[config.mk]
export PLATFORM = sky130hd
export DESIGN_NAME = branch_update_gen
export DESIGN_NICKNAME = d
export VERILOG_FILES = /design/src/rtl/riscv_types_pkg.sv /design/src/rtl/bu_rec_fifo.sv /design/src/rtl/branch_update_gen.sv
export SDC_FILE = /design/constraint.sdc
export NUM_CORES = 1
export LEC_CHECK = 0
export ABC_AREA = 1
export CAP_MARGIN = 20
export CORE_ASPECT_RATIO = 0.9
export CORE_MARGIN = 2
export CORE_UTILIZATION = 40
export CTS_CLUSTER_DIAMETER = 200
export CTS_CLUSTER_SIZE = 25
export DETAILED_ROUTE_END_ITERATION = 10
export PLACE_DENSITY = 0.67
export SKIP_LAST_GASP = 1
export SYNTH_ARGS = -nofsm -noshare
export SYNTH_HDL_FRONTEND = slang
export SYNTH_SLANG_ARGS = --single-unit
[constraint.sdc]
create_clock -name clk_i -period 5.03 [get_ports clk_i]
set_input_delay 1.509 -clock clk_i [delete_from_list [all_inputs] [get_ports clk_i]]
set_output_delay 1.509 -clock clk_i [all_outputs]
set_load 0.005 [all_outputs]
[src/rtl/riscv_types_pkg.sv]
// Shared RISC-V front-end types: PC type, predictor update bundle, and the
// in-flight prediction record used by branch_update_gen.
package riscv_types_pkg;

  typedef logic [31:0] addr_t;

  typedef struct packed {
    logic  update_valid;
    addr_t update_pc;
    logic  is_branch;
    logic  actual_taken;
  } branch_update_t;

  typedef struct packed {
    addr_t pc;
    logic  is_branch;
    logic  pred_taken;
  } bu_rec_t;

  localparam int unsigned BU_DEPTH_DEFAULT = 8;

endpackage

[src/rtl/bu_rec_fifo.sv]
// Circular buffer of prediction records with push, pop and clear.
// Clear overrides push; a pop in the clear cycle still sees its head entry.
module bu_rec_fifo
  import riscv_types_pkg::*;
#(
  parameter int unsigned DEPTH = BU_DEPTH_DEFAULT,
  localparam int unsigned PW   = $clog2(DEPTH),
  localparam int unsigned CW   = PW + 1
) (
  input  logic          clk_i,
  input  logic          rst_ni,
  input  logic          push_i,
  input  bu_rec_t       push_data_i,
  input  logic          pop_i,
  input  logic          clear_i,
  output bu_rec_t       pop_data_o,
  output logic          full_o,
  output logic          empty_o,
  output logic [CW-1:0] count_o
);

  bu_rec_t       mem_q [DEPTH];
  bu_rec_t       mem_d [DEPTH];
  logic [PW-1:0] wr_q, wr_d, rd_q, rd_d;
  logic [CW-1:0] cnt_q, cnt_d;
  logic          push_ok, pop_ok;

  assign full_o     = (cnt_q == CW'(DEPTH));
  assign empty_o    = (cnt_q == '0);
  assign count_o    = cnt_q;
  assign pop_data_o = mem_q[rd_q];

  // No bypass: a full queue refuses a push even when a pop happens this cycle.
  assign push_ok = push_i && !full_o && !clear_i;
  assign pop_ok  = pop_i && !empty_o;

  always_comb begin
    mem_d = mem_q;
    wr_d  = wr_q;
    rd_d  = rd_q;
    cnt_d = cnt_q;
    if (clear_i) begin
      wr_d  = '0;
      rd_d  = '0;
      cnt_d = '0;
    end else begin
      if (push_ok) begin
        mem_d[wr_q] = push_data_i;
        wr_d        = wr_q + PW'(1);
      end
      if (pop_ok) rd_d = rd_q + PW'(1);
      cnt_d = cnt_q + CW'(push_ok) - CW'(pop_ok);
    end
  end

  always_ff @(posedge clk_i) begin
    if (!rst_ni) begin
      wr_q  <= '0;
      rd_q  <= '0;
      cnt_q <= '0;
    end else begin
      wr_q  <= wr_d;
      rd_q  <= rd_d;
      cnt_q <= cnt_d;
    end
  end

  always_ff @(posedge clk_i) begin
    mem_q <= mem_d;
  end

endmodule

[src/rtl/branch_update_gen.sv]
// Pairs fetch-time predictions with execute resolutions and drives one
// registered predictor update per resolve. Optional counters: BRANCH_UPDATE_STATS_EN.
module branch_update_gen
  import riscv_types_pkg::*;
#(
  parameter int unsigned ADDR_WIDTH = 32,
  parameter int unsigned DEPTH      = BU_DEPTH_DEFAULT
) (
  input  logic                  clk_i,
  input  logic                  rst_ni,
  input  logic                  rec_valid_i,
  output logic                  rec_ready_o,
  input  logic [ADDR_WIDTH-1:0] rec_pc_i,
  input  logic                  rec_is_branch_i,
  input  logic                  rec_pred_taken_i,
  input  logic                  res_valid_i,
  input  logic                  res_taken_i,
  input  logic                  flush_i,
  output branch_update_t        update_o,
  output logic                  mispredict_o,
  output logic                  proto_err_o,
  output logic [31:0]           stat_resolved_o,
  output logic [31:0]           stat_mispred_o
);

  localparam int unsigned CW = $clog2(DEPTH) + 1;

  bu_rec_t        rec_in, head;
  logic           fifo_full, fifo_empty, pop;
  logic [CW-1:0]  fifo_count;
  branch_update_t upd_q, upd_d;
  logic           misp_q, misp_d, err_q, err_d;

  assign rec_in.pc         = addr_t'(rec_pc_i);
  assign rec_in.is_branch  = rec_is_branch_i;
  assign rec_in.pred_taken = rec_pred_taken_i;
  assign pop               = res_valid_i && !fifo_empty;

  bu_rec_fifo #(.DEPTH(DEPTH)) u_fifo (
    .clk_i       (clk_i),
    .rst_ni      (rst_ni),
    .push_i      (rec_valid_i),
    .push_data_i (rec_in),
    .pop_i       (pop),
    .clear_i     (flush_i),
    .pop_data_o  (head),
    .full_o      (fifo_full),
    .empty_o     (fifo_empty),
    .count_o     (fifo_count)
  );

  assign rec_ready_o = !fifo_full;

  // Payload fields hold between updates; only valid/mispredict pulse.
  always_comb begin
    upd_d              = upd_q;
    upd_d.update_valid = 1'b0;
    misp_d             = 1'b0;
    err_d              = err_q;
    if (pop) begin
      upd_d.update_valid = 1'b1;
      upd_d.update_pc    = head.pc;
      upd_d.is_branch    = head.is_branch;
      upd_d.actual_taken = res_taken_i;
      misp_d             = (head.pred_taken != res_taken_i);
    end
    if (res_valid_i && (fifo_count == '0)) err_d = 1'b1;
  end

  always_ff @(posedge clk_i) begin
    if (!rst_ni) begin
      upd_q  <= '0;
      misp_q <= 1'b0;
      err_q  <= 1'b0;
    end else begin
      upd_q  <= upd_d;
      misp_q <= misp_d;
      err_q  <= err_d;
    end
  end

  assign update_o     = upd_q;
  assign mispredict_o = misp_q;
  assign proto_err_o  = err_q;

`ifdef BRANCH_UPDATE_STATS_EN
  logic [31:0] resolved_q, resolved_d, mispred_q, mispred_d;

  // Only conditional branches count; jumps are emitted but not tallied.
  always_comb begin
    resolved_d = resolved_q;
    mispred_d  = mispred_q;
    if (pop && head.is_branch) begin
      if (resolved_q != '1) resolved_d = resolved_q + 32'd1;
      if (misp_d && (mispred_q != '1)) mispred_d = mispred_q + 32'd1;
    end
  end

  always_ff @(posedge clk_i) begin
    if (!rst_ni) begin
      resolved_q <= '0;
      mispred_q  <= '0;
    end else begin
      resolved_q <= resolved_d;
      mispred_q  <= mispred_d;
    end
  end

  assign stat_resolved_o = resolved_q;
  assign stat_mispred_o  = mispred_q;
`else
  assign stat_resolved_o = '0;
  assign stat_mispred_o  = '0;
`endif

endmodule

==> run summary <==
Main metrics from the flow reports.

The largest cell class by area is registers. The kind of end point of the critical path is a flop. The number of hold buffers added after cts came out at 0. The part of the total power dissipated in sequential elements came out at 54.1%. Hold analysis shows the worst path with a depth of 2. The initial antenna violation count was 0.

The count of unresolved DRC violations after routing is 0. Entering global routing, the biggest net connects 98 pins. The quantity of gates resized following cts is 0.

By count the netlist is led by 272 x edfxtp_1, 150 x nor2_1, 121 x nand2_1. The global-route met1 utilization is 20.9%. The number of placed instances, taps included, is 1559. The minimum clock period after layout is 3270 ps. The logic share of the area came out at 21.6%. The multiplexer area fraction after synthesis is 0%. The report lists the cells along the critical path as clkdlybuf4s50_1 -> nand3b_1 -> or2_2 -> nor2_4 -> buf_12. Setup repair after global routing left no endpoint under its margin.

The number of warnings reported in the yosys synthesis log came out at 0. The via count of the first global-routing pass is 7380. The synthesis run identifies the leading combinational cell family as simple AND/OR/NAND/NOR gates.

The clock-pin slew reported for the worst setup and hold paths after clock tree synthesis came out at 100 ps. The number of cell instances after yosys synthesis is 1112. The post-synthesis to final-layout area growth is 10.4%. The leakage power total is 5.06 nW. The global-route total usage across every layer came out at 14.9%. The kind of launch point of the worst setup path is a primary input. The required time at the worst-slack endpoint came out at 5230 ps. The number of top-level pins came out at 142. The maximum operating frequency is 305 MHz.

At the worst endpoint, the arrival time is 3480 ps. The overall power of the completed layout came out at 5.80 mW. The adder-cell share of the synthesized area is 0.915%.

The routed length on met1 is 11900 um. The total number of vias came out at 7811. The transition time of the tightest slew-check pin came out at 984 ps. The placed instances occupy a cell area of 0.0140 mm2.

The cell-mix breakdown from Yosys lists the simple-gate area share as 10.9%. The global placement routability congestion is 0.758. Global routing used 1.84% of the available met3 tracks. The count of input and output buffers came out at 77. The combinational group share of total power is 21.5%.

The startpoint identified for the worst register-to-register timing path is u_fifo.rd_q[2]. The cell count after synthesis is 1112. The horizontal die size is 195 um. The floorplan utilization came out at 40.9%.

OpenSTA lists the critical path endpoint as u_fifo.mem_q[129]. Per the detail_route log, met3 wirelength is 1220 um. Post-synth the commonest register cell is edfxtp_1. The count of non-CTS inverters in the layout is 93. The report lists the number of standard-cell rows as 62.

The count of placed standard cells in the final layout, fillers left out came out at 1587. Sequential cells were found to cover 69.4% of the synthesized design area. The worst slew margin relative to its limit is 34.4%. Setup violations remaining at the end of the flow were counted as 0. The largest stage delay on the critical path is 550 ps. In the power breakdown, the biggest contributor is registers. The met2 demand-to-capacity share in global routing came out at 25.0%. Per the OpenROAD timing report, the critical path contains 5 cells. The TritonCTS clock tree is done.

The tightest hold margin is 471 ps. Looking at the clock tree report, the H-tree level count equals 1. The global-route wire length before repair came out at 40700 um. The final count of pins violating max slew came out at 0. The category of the most critical setup path is primary input to flop. Leaving out fill and tap cells, the most frequent cells in the layout are 272 x edfxtp_1, 142 x nor2_1, 121 x nand2_1. The number of nets with antenna violations after routing is 0.

The layout summary lists the proportion of cells stronger than drive strength 1 as 5.12%. CTS placed an instance of clkbuf_16 at the clock tree root. The worst setup slack after placement is 1220 ps. The number of distinct library cells after synthesis came out at 30. The total overflow reported by the global router is 0. The total of plain and repair buffers excluding clock buffers came out at 93. The highest-delay cell along the critical path is nor2_4. The detailed router reports a met2 wire length of 12200 um. Across all register-to-register paths, the minimum setup slack is 2570 ps. The total number of multi-input combinational cells is 638. In this run the deepest clock path goes through 3 buffers.

The family of cells with the greatest summed delay on the critical path is simple AND/OR/NAND/NOR gates. The script computed the net switching share of total power as 27.1%. The tool warning count for the run is 27. The final critical-path setup slack is 1760 ps. The most frequently used library cell after synthesis is edfxtp_1. The endpoint of the worst hold path is reported as proto_err_o.

The async set-reset flop share out of synthesis came out at 0%. The share of synthesized cell area in and-or and or-and compound cells is 9.64%. Global routing put the most usage on met2. After Yosys synthesis, XOR and XNOR cells account for 0.0667% of the synthesized area. The flow ran to the end, and the final reports show no timing, DRC or antenna violations. The count of library flops with an enable pin came out at 272. The total standard cell area after synthesis is 0.0131 mm2.

The flip-flop and latch count after synthesis is 319. The die covers 0.0343 mm2. u_fifo.mem_q holds more flip-flops than any other register. Post-CTS timing repair inserted 0 buffers for setup. The final routed wire length divided by cell count is 16.2 um.

At the end of the flow, the number of nets in the layout was 1210. The switching power of the nets is 1.57 mW. The startpoint identified for the worst hold timing path is proto_err_o.

Leaving out buffers and inverters, the combinational logic in the layout accounts for 0.00313 mm2. The summed negative setup slack over all endpoints came out at 0 ps. The area of all placed cells without fillers is 0.0145 mm2. The flip-flop count of the largest register, all copies and words added is 272. The clock buffer count in the final layout is 27. The uppermost signal routing layer after detailed routing is met4.

The largest fanout of any net on the critical path came out at 18. The count of cells along the worst register-to-register path came out at 7. By area the synthesized netlist is led by edfxtp_1 62%, dfxtp_1 7.2%, nor2_1 4.3%, buf_4 3.8%, o211ai_1 3.8%.

Per the synthesis report, the single largest cell type by area occupies 62.2% of cell area. The average via count per standard cell came out at 4.92. The report lists the power per cell area as 400 mW/mm2. The core footprint came out at 0.0321 mm2. The violation count after the first detailed-route iteration came out at 530.

The layout filler cell count came out at 2884. Measured along the y axis, the die boundary spans 176 um. For the worst reg-to-reg path, the endpoint reported by OpenROAD is mispredict_o. The buffers plus inverters on the worst setup path is 2.

The aggregate routed wire length came out at 25800 um.
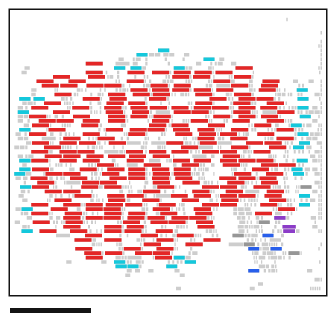
**Above:** sequential cells colored by netlist name.
The bar under the picture is 50 um long. Other sequential cells in the stronger gray, the rest of the logic in the fainter gray.
- update_o: cyan (sequential cells 35; where spread over the die)
- u_fifo.rd_q: purple (sequential cells 3)
- u_fifo.count_o: blue (sequential cells 4; where lower right)
- u_fifo.mem_q: red (sequential cells 272)
register area: 0.00911 mm2
Core Util, Final: 45.1%
sequential group power: 3.14 mW
register fraction of the total cell area: 62.9%

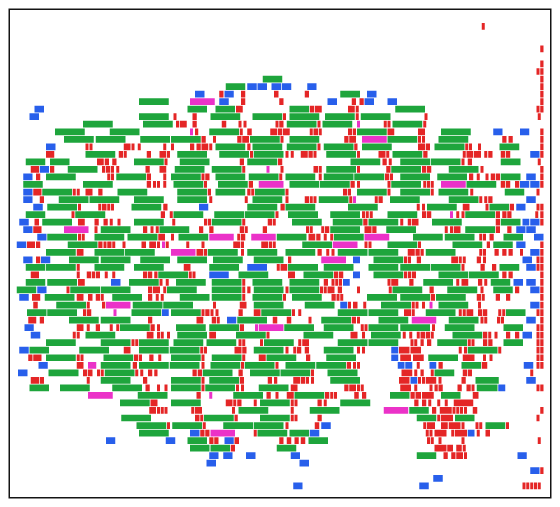
**Above:** placed cells, one color a class.
- all other logic: red (cells 731; share of their area 25%)
- clock drivers and dummy loads: magenta (cells 28; share of their area 3.4%)
- flops: green (cells 319; share of their area 65%)
- other buffers and delay cells: blue (cells 93; share of their area 6.6%)

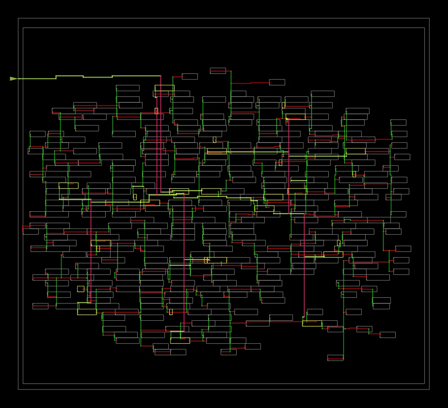
**Above:** clock wiring as the flow saved it.
clock network power: 1.41 mW
total clock buffers created by CTS: 16
Max Clock Skew: 11.8 ps

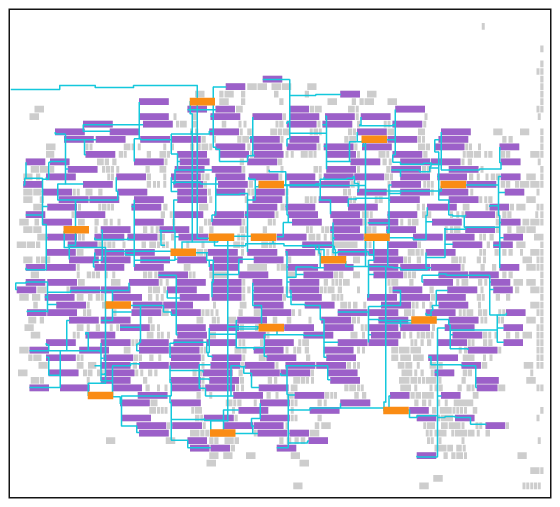
**Above:** routed clock nets over the placement.
- clock wires: cyan (length 3180 um)
- cells driving clock nets: orange (count 16)
- flip-flops: purple (count 319)
- routed clock nets: 17
clock share of power: 24.4%
clock latency of the later-clocked register in the worst-skew pair: 500 ps

Power figures rest on the tool's default switching activity, not on a simulated workload.
